<file path="src/rtl/logs_nco_pkg.sv">
// Shared definitions for the multi-channel square/pulse NCO.
//   - MODE_SQUARE / MODE_PULSE : per-channel waveform mode encoding
//   - state_e                  : sweep FSM state
//   - reset_duty()             : reset value of the pulse threshold, 2^(n-1)
package logs_nco_pkg;

  localparam logic MODE_SQUARE = 1'b0;
  localparam logic MODE_PULSE  = 1'b1;

  typedef enum logic {
    StIdle,
    StRun
  } state_e;

  // Half-scale threshold, so a freshly reset pulse channel has 50% duty.
  function automatic logic [31:0] reset_duty(input int unsigned n);
    return 32'd1 << (n - 1);
  endfunction

endpackage

</file>
<file path="src/rtl/logs_nco_wave.sv">
// Combinational waveform shaper for one channel.
//   phase_i : current (pre-add) phase accumulator value
//   duty_i  : pulse threshold, used in pulse mode only
//   mode_i  : MODE_SQUARE -> phase MSB, MODE_PULSE -> (phase < duty)
//   wave_o  : 1-bit waveform sample
module logs_nco_wave
  import logs_nco_pkg::*;
#(
  parameter int unsigned N = 8
) (
  input  logic [N-1:0] phase_i,
  input  logic [N-1:0] duty_i,
  input  logic         mode_i,
  output logic         wave_o
);

  always_comb begin
    if (mode_i == MODE_PULSE) begin
      wave_o = (phase_i < duty_i);
    end else begin
      wave_o = phase_i[N-1];
    end
  end

endmodule

</file>
<file path="src/rtl/logs_nco_multi.sv">
// Multi-channel square/pulse NCO. CHANNELS phase accumulators share a single
// adder and waveform shaper; a step pulse starts a sweep that updates one
// channel per clock, channel 0 first.
// Ports:
//   clk, reset_n         : clock, asynchronous active-low reset
//   step                 : start one sweep (ignored and flagged while busy)
//   wr_en/wr_chan        : config write strobe and target channel
//   wr_freq/duty/mode    : new increment, pulse threshold, waveform mode
//   wr_sync              : with wr_en, clear the target channel's phase
//   ovr_clr              : clear the sticky overrun flag
//   busy, overrun        : sweep in progress, step arrived while busy
//   snd                  : per-channel waveform
//   mix                  : registered popcount(snd), only with LOGS_NCO_MIX_EN
module logs_nco_multi
  import logs_nco_pkg::*;
#(
  parameter int unsigned N        = 8,
  parameter int unsigned CHANNELS = 4,
  localparam int unsigned CW      = (CHANNELS > 1) ? $clog2(CHANNELS) : 1,
  localparam int unsigned MW      = $clog2(CHANNELS + 1)
) (
  input  logic                clk,
  input  logic                reset_n,
  input  logic                step,
  input  logic                wr_en,
  input  logic [CW-1:0]       wr_chan,
  input  logic [N-2:0]        wr_freq,
  input  logic [N-1:0]        wr_duty,
  input  logic                wr_mode,
  input  logic                wr_sync,
  input  logic                ovr_clr,
  output logic                busy,
  output logic                overrun,
`ifdef LOGS_NCO_MIX_EN
  output logic [MW-1:0]       mix,
`endif
  output logic [CHANNELS-1:0] snd
);

  localparam logic [N-1:0] DutyRst = N'(reset_duty(N));

  logic [N-1:0]  phase_q [CHANNELS];
  logic [N-1:0]  phase_d [CHANNELS];
  logic [N-2:0]  freq_q  [CHANNELS];
  logic [N-2:0]  freq_d  [CHANNELS];
  logic [N-1:0]  duty_q  [CHANNELS];
  logic [N-1:0]  duty_d  [CHANNELS];
  logic          mode_q  [CHANNELS];
  logic          mode_d  [CHANNELS];

  logic [CHANNELS-1:0] snd_q, snd_d;
  state_e              state_q, state_d;
  logic [CW-1:0]       idx_q, idx_d;
  logic                overrun_q, overrun_d;

  logic          active;
  logic          wr_hit;
  logic [N-1:0]  cur_phase;
  logic [N-1:0]  sum;
  logic          wave_bit;

  assign active    = (state_q == StRun);
  assign wr_hit    = wr_en && (32'(wr_chan) < CHANNELS);
  assign cur_phase = phase_q[idx_q];
  assign sum       = cur_phase + {1'b0, freq_q[idx_q]};

  logs_nco_wave #(
    .N (N)
  ) u_wave (
    .phase_i (cur_phase),
    .duty_i  (duty_q[idx_q]),
    .mode_i  (mode_q[idx_q]),
    .wave_o  (wave_bit)
  );

  always_comb begin
    phase_d   = phase_q;
    freq_d    = freq_q;
    duty_d    = duty_q;
    mode_d    = mode_q;
    snd_d     = snd_q;
    state_d   = state_q;
    idx_d     = idx_q;
    overrun_d = overrun_q;

    unique case (state_q)
      StIdle: begin
        if (step) begin
          state_d = StRun;
          idx_d   = '0;
        end
      end
      StRun: begin
        // Shaper and adder both see the pre-add phase and the old config.
        snd_d[idx_q]   = wave_bit;
        phase_d[idx_q] = sum;
        if (idx_q == CW'(CHANNELS - 1)) begin
          state_d = StIdle;
          idx_d   = '0;
        end else begin
          idx_d = idx_q + CW'(1);
        end
      end
      default: begin
        state_d = StIdle;
        idx_d   = '0;
      end
    endcase

    // Set has priority over clear.
    if (ovr_clr) overrun_d = 1'b0;
    if (active && step) overrun_d = 1'b1;

    // Applied last so a sync on the active channel overrides the add.
    if (wr_hit) begin
      freq_d[wr_chan] = wr_freq;
      duty_d[wr_chan] = wr_duty;
      mode_d[wr_chan] = wr_mode;
      if (wr_sync) phase_d[wr_chan] = '0;
    end
  end

  always_ff @(posedge clk or negedge reset_n) begin
    if (!reset_n) begin
      for (int c = 0; c < CHANNELS; c++) begin
        phase_q[c] <= '0;
        freq_q[c]  <= '0;
        duty_q[c]  <= DutyRst;
        mode_q[c]  <= MODE_SQUARE;
      end
      snd_q     <= '0;
      state_q   <= StIdle;
      idx_q     <= '0;
      overrun_q <= 1'b0;
    end else begin
      phase_q   <= phase_d;
      freq_q    <= freq_d;
      duty_q    <= duty_d;
      mode_q    <= mode_d;
      snd_q     <= snd_d;
      state_q   <= state_d;
      idx_q     <= idx_d;
      overrun_q <= overrun_d;
    end
  end

  assign busy    = active;
  assign overrun = overrun_q;
  assign snd     = snd_q;

`ifdef LOGS_NCO_MIX_EN
  logic [MW-1:0] mix_q, mix_d;

  always_comb begin
    mix_d = '0;
    for (int c = 0; c < CHANNELS; c++) begin
      mix_d = mix_d + MW'(snd_q[c]);
    end
  end

  always_ff @(posedge clk or negedge reset_n) begin
    if (!reset_n) begin
      mix_q <= '0;
    end else begin
      mix_q <= mix_d;
    end
  end

  assign mix = mix_q;
`endif

endmodule

</file>
<file path="config.mk">
export PLATFORM = sky130hd
export DESIGN_NAME = logs_nco_multi
export DESIGN_NICKNAME = d
export VERILOG_FILES = /design/src/rtl/logs_nco_pkg.sv /design/src/rtl/logs_nco_wave.sv /design/src/rtl/logs_nco_multi.sv
export SDC_FILE = /design/constraint.sdc
export NUM_CORES = 1
export LEC_CHECK = 0
export CORE_MARGIN = 4
export CORE_UTILIZATION = 35
export CTS_CLUSTER_DIAMETER = 30
export DETAILED_ROUTE_END_ITERATION = 8
export PLACE_DENSITY = 0.58
export SLEW_MARGIN = 30
export SYNTH_ARGS = -nofsm -noshare
export SYNTH_HDL_FRONTEND = slang
export SYNTH_HIERARCHICAL = 1
export SYNTH_SLANG_ARGS = --single-unit
</file>
<file path="constraint.sdc">
create_clock -name clk -period 3.5 [get_ports clk]
set_input_delay 0.525 -clock clk [delete_from_list [all_inputs] [get_ports clk]]
set_output_delay 0.525 -clock clk [all_outputs]
set_load 0.02 [all_outputs]
</file>
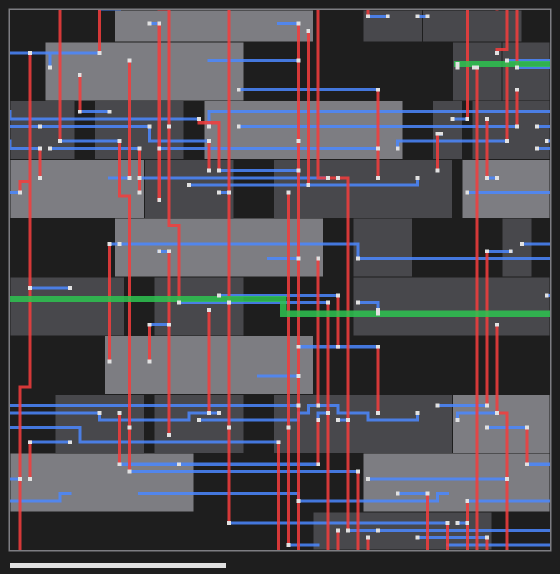
**Above:** layout detail.
Scale bar: 10 µm. Window x 20 to 45, y 20 to 45 µm. Cells in grey, sequential cells in the stronger grey; small squares are vias.
| colour | layer |
|---|---|
| green | M3 |
| blue | M1 |
| red | M2 |
cells with their middle in the window: 27
most frequent: mux2_2 (8), dfrtp_1 (5)
netlist names of flops here include: duty_q (7), freq_q (1)
sequential cells in the window: 8

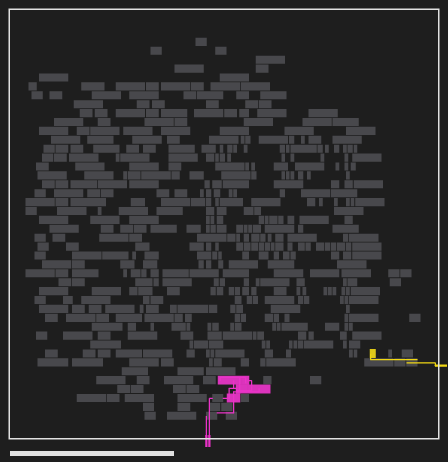
**Above:** nets reached from selected ports.
Scale bar: 50 µm.
| colour | port | bits | direction | edge | end cells | buffers | wire |
|---|---|---|---|---|---|---|---|
| magenta | wr_chan | 2 | input | bottom | 5 | 2 | 73.1 µm |
| yellow | ovr_clr | 1 | input | right | 1 | 1 | 25.8 µm |
Port Buffer Count: 29
Top Ports: 30

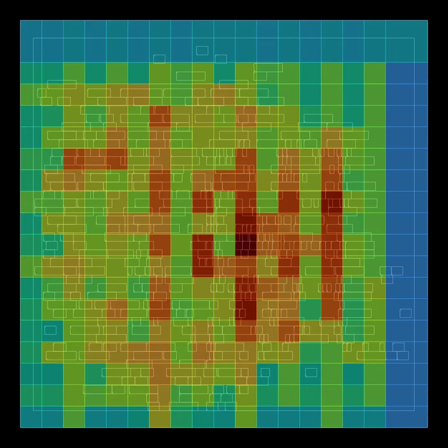
**Above:** routing congestion.
Final Util: 0.416
routed len/inst: 19.0 µm
busiest layer in global routing: met2
GRT met1 Usage: 0.215

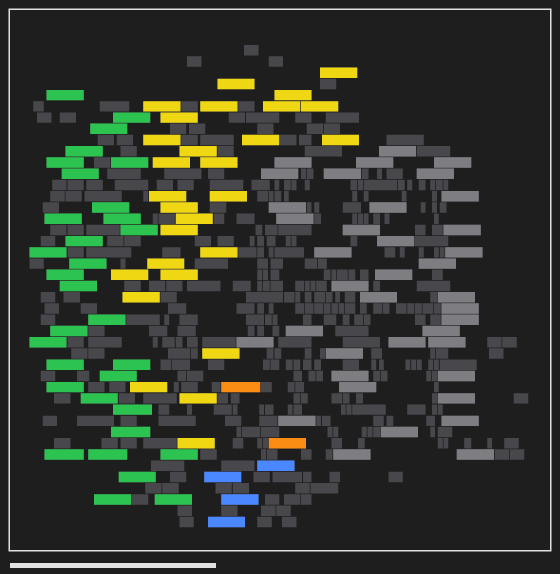
**Above:** sequential cells coloured by netlist name.
Scale bar: 50 µm. Other sequential cells in the stronger grey, the rest of the logic in the fainter grey.
| colour | signal | flops |
|---|---|---|
| yellow | freq_q | 28 |
| blue | mode_q | 4 |
| orange | idx_q | 2 |
| green | duty_q | 32 |

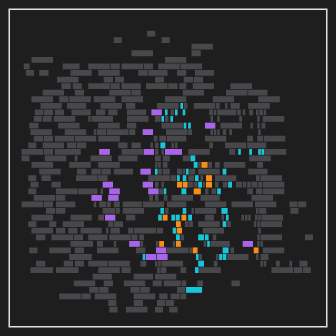
**Above:** logic cells by family.
| colour | family | cells |
|---|---|---|
| purple | fa/ha/maj cells | 19 |
| orange | and/or cells | 14 |
| cyan | nor cells | 48 |

==> flow_summary.toml <==
# implementation run metrics
[cells_and_area]
seqCellArea_um2 = 2610
nFlopsAndLatches = 104
reg.largest.list = "duty_q: 32 flops, phase_q: 32 flops, freq_q: 28 flops"
nMultiInputCombCells = 290
drive_gt1_frac = 0.280
lay_top_cells = "99 x dfrtp_1, 65 x mux2_2, 46 x nand2_1"
nNonClkInverters = 16
fill_cells = 1379
lay_top_count = "dfrtp_1"
num-nonclk-buffers = 39
layout.area.comb_um2 = 2500
clk_share = 0.0512
final_nets = 503
sh_comb_area = 0.411
sh_seq_area = 0.428
num-clock-buffers = 9
nonClkBufAreaFrac = 0.0616
syn_to_final_growth_pct = 15.4
largest_class = "registers"
diodes = 0

[cts]
ctsRootBufferMaster = "clkbuf_16"
cts_resized = 0
cts_max_level = 3
cts_tree = "done"
cts_buffer_depth = 2
postCtsSetupRepairBufs = 0
clk_pin_slew_ns = 0.08
clock_sinks = 104
clk_latency_ns = 0.36
cts_buffers = 9
holdBufCountCts = 0

[die]
core_um2 = 14600
dieArea_um2 = 17100
die-width_um = 131
rows = 44
fp-utilization = 0.360
num_tap_cells = 184
die_h_um = 131

[worst_setup_path]
critPathKind = "reg -> reg"
crit_arrival_ns = 3.41
end_kind = "flop"
ff2ff_path_depth = 8
cp_max_fo = 15
cp_slowest_stage_delay_ns = 0.70
cpMostUsedCell = "a21oi_1"
required_ns = 3.74
slowest_stage = "dfrtp_2"
r2r_end = "phase_q[23]$_DFF_PN0_"
cp-start-kind = "flop"
r2r_start = "idx_q[0]$_DFFE_PN0P_"
crit_chain = "buf_4 -> mux4_2 -> ha_1 -> a21oi_1 -> o21ai_0 -> a21oi_1 -> nor3b_1 -> nor3_1"
ff2ff_setup_slack_ns = 0.33

[final_timing]
fin_tns_setup_ns = 0
fmax_ghz = 0.316
finClkSkew_ns = 0.00580
max_slew_margin = 0.535
worst-slew-pin-transition_ns = 0.697
drv_slew = 0
hold_viol_final = 0
setup_viol = 0
period_used_share = 0.905
hold_ws_ns = 0.202
fin_crit_ns = 3.17
rsz0062_at_grt = "no"

[drt]
drtIter0Drc = 167
vias = 3550
wl_met2_um = 5670
drt-met1-wl_um = 5550
ant_nets = 0
dr_wl_met3_um = 716
topRoutingLayerUsed = "met5"
drt_pass1_iterations = 4
routed_wirelength_um = 12300
remaining_drc_errors = 0
vias_per_cell = 5.47

[synthesis]
area_leaders = "dfrtp_1 47%, mux2_2 14%, mux4_2 10%"
synth.distinct_cells = 45
fa_ha_area_frac = 0.0465
synthMuxAreaShare = 0.243
synth_flops = 104
synthesis.nets = 476
seq_area_frac_synth = 0.494
edf_count = 0
yosysTopAreaCell = "dfrtp_1"
netlist.area_leader.share = 0.474
netlist_instances = 433
async_flop_share = 1.00
synth_stat.cells = 433
yosysWarnings = 6
xor_area_frac = 0.00498
synthTopLogicFamily = "multiplexers"
aoi_share = 0.0602
ff_type = "dfrtp_1"
avgSynthCellArea_um2 = 12.2
ys_chip_area_um2 = 5280
syn_area_um2 = 5280
simple_gate_area_frac = 0.120

[power]
power.density_nw_per_um2 = 949
clock_power_w = 0.00106
p_sw_w = 0.00236
top_power_group = "combinational cells"
leakagePower_nw = 2.60
power_frac_seq = 0.321
switching_share = 0.409
p_clk_frac = 0.184
irDropWorstVdd_v = 0.000346
p_int_w = 0.00342
combPwrFrac = 0.495
comb_power_w = 0.00286
seq-power_w = 0.00185

[placed_design]
place_congestion = 0.879
dp_hpwl_um = 8440

[grt]
grt_use_total = 0.156
grt_pass1_vias = 3622
grt_antenna_before_repair = 1
gr-total-overflow = 0
grt_pass1_wl_um = 20200
met3_usage = 0.0496
grt_max_degree = 54
met2_usage = 0.231

[flow_run]
tool_warnings = 29
max_cap_violations = 0

[status]
status = "complete, no violations"

[worst_hold_path]
hold_class = "in -> async"
==> synth_stat cells (3+ instances only) <==
cell type and count:
a211oi_1 4, a21oi_1 18, a31oi_1 4, and2_1 4
and3_1 4, buf_1 3, buf_2 9, clkbuf_1 10
dfrtp_1 100, dfstp_2 4, ha_1 18, inv_1 16
mux2_2 65, mux4_2 24, nand2_1 46, nand2b_1 5
nand3_1 9, nor2_1 21, nor3_1 19, nor3b_1 4
o21ai_0 12, o31ai_1 6, or4_1 3
==> worst max-delay path by stage <==
stage / from / endpoint
floorplan: idx_q[0]$_DFFE_PN0P_ / phase_q[14]$_DFF_PN0_
global placement: idx_q[0]$_DFFE_PN0P_ / phase_q[14]$_DFF_PN0_
detailed placement: idx_q[0]$_DFFE_PN0P_ / phase_q[23]$_DFF_PN0_
CTS: idx_q[0]$_DFFE_PN0P_ / phase_q[23]$_DFF_PN0_
global route: idx_q[0]$_DFFE_PN0P_ / phase_q[23]$_DFF_PN0_
finish: idx_q[0]$_DFFE_PN0P_ / phase_q[23]$_DFF_PN0_
==> metrics by stage <==
| stage | std cells | power (W) | cell area [µm²] | setup WS (ns) |
|---|---|---|---|---|
| 5_1_grt | 649 | 0.00623 | 6090 | 0.0302 |
| 4_1_cts | 649 | 0.00583 | 6090 | 0.272 |
| 2_1_floorplan | 433 | 0.00393 | 5280 | 0.562 |
| 3_3_place_gp | 633 | 0.00466 | 5780 | 0.398 |
| 6_report | 649 | 0.00578 | 6090 | 0.331 |
| 3_5_place_dp | 633 | 0.00475 | 5780 | 0.296 |
==> worst max-delay path: cells and delay by family (launching register included) <==
kind / cells / cell delay (ns)
compound gates: 3 / 0.81
flops: 1 / 0.70
buf+inv: 1 / 0.31
simple gates: 2 / 0.34
fa+ha+maj: 1 / 0.35
mux: 1 / 0.52
No activity file was given, so power comes from the tool's default toggle rates.
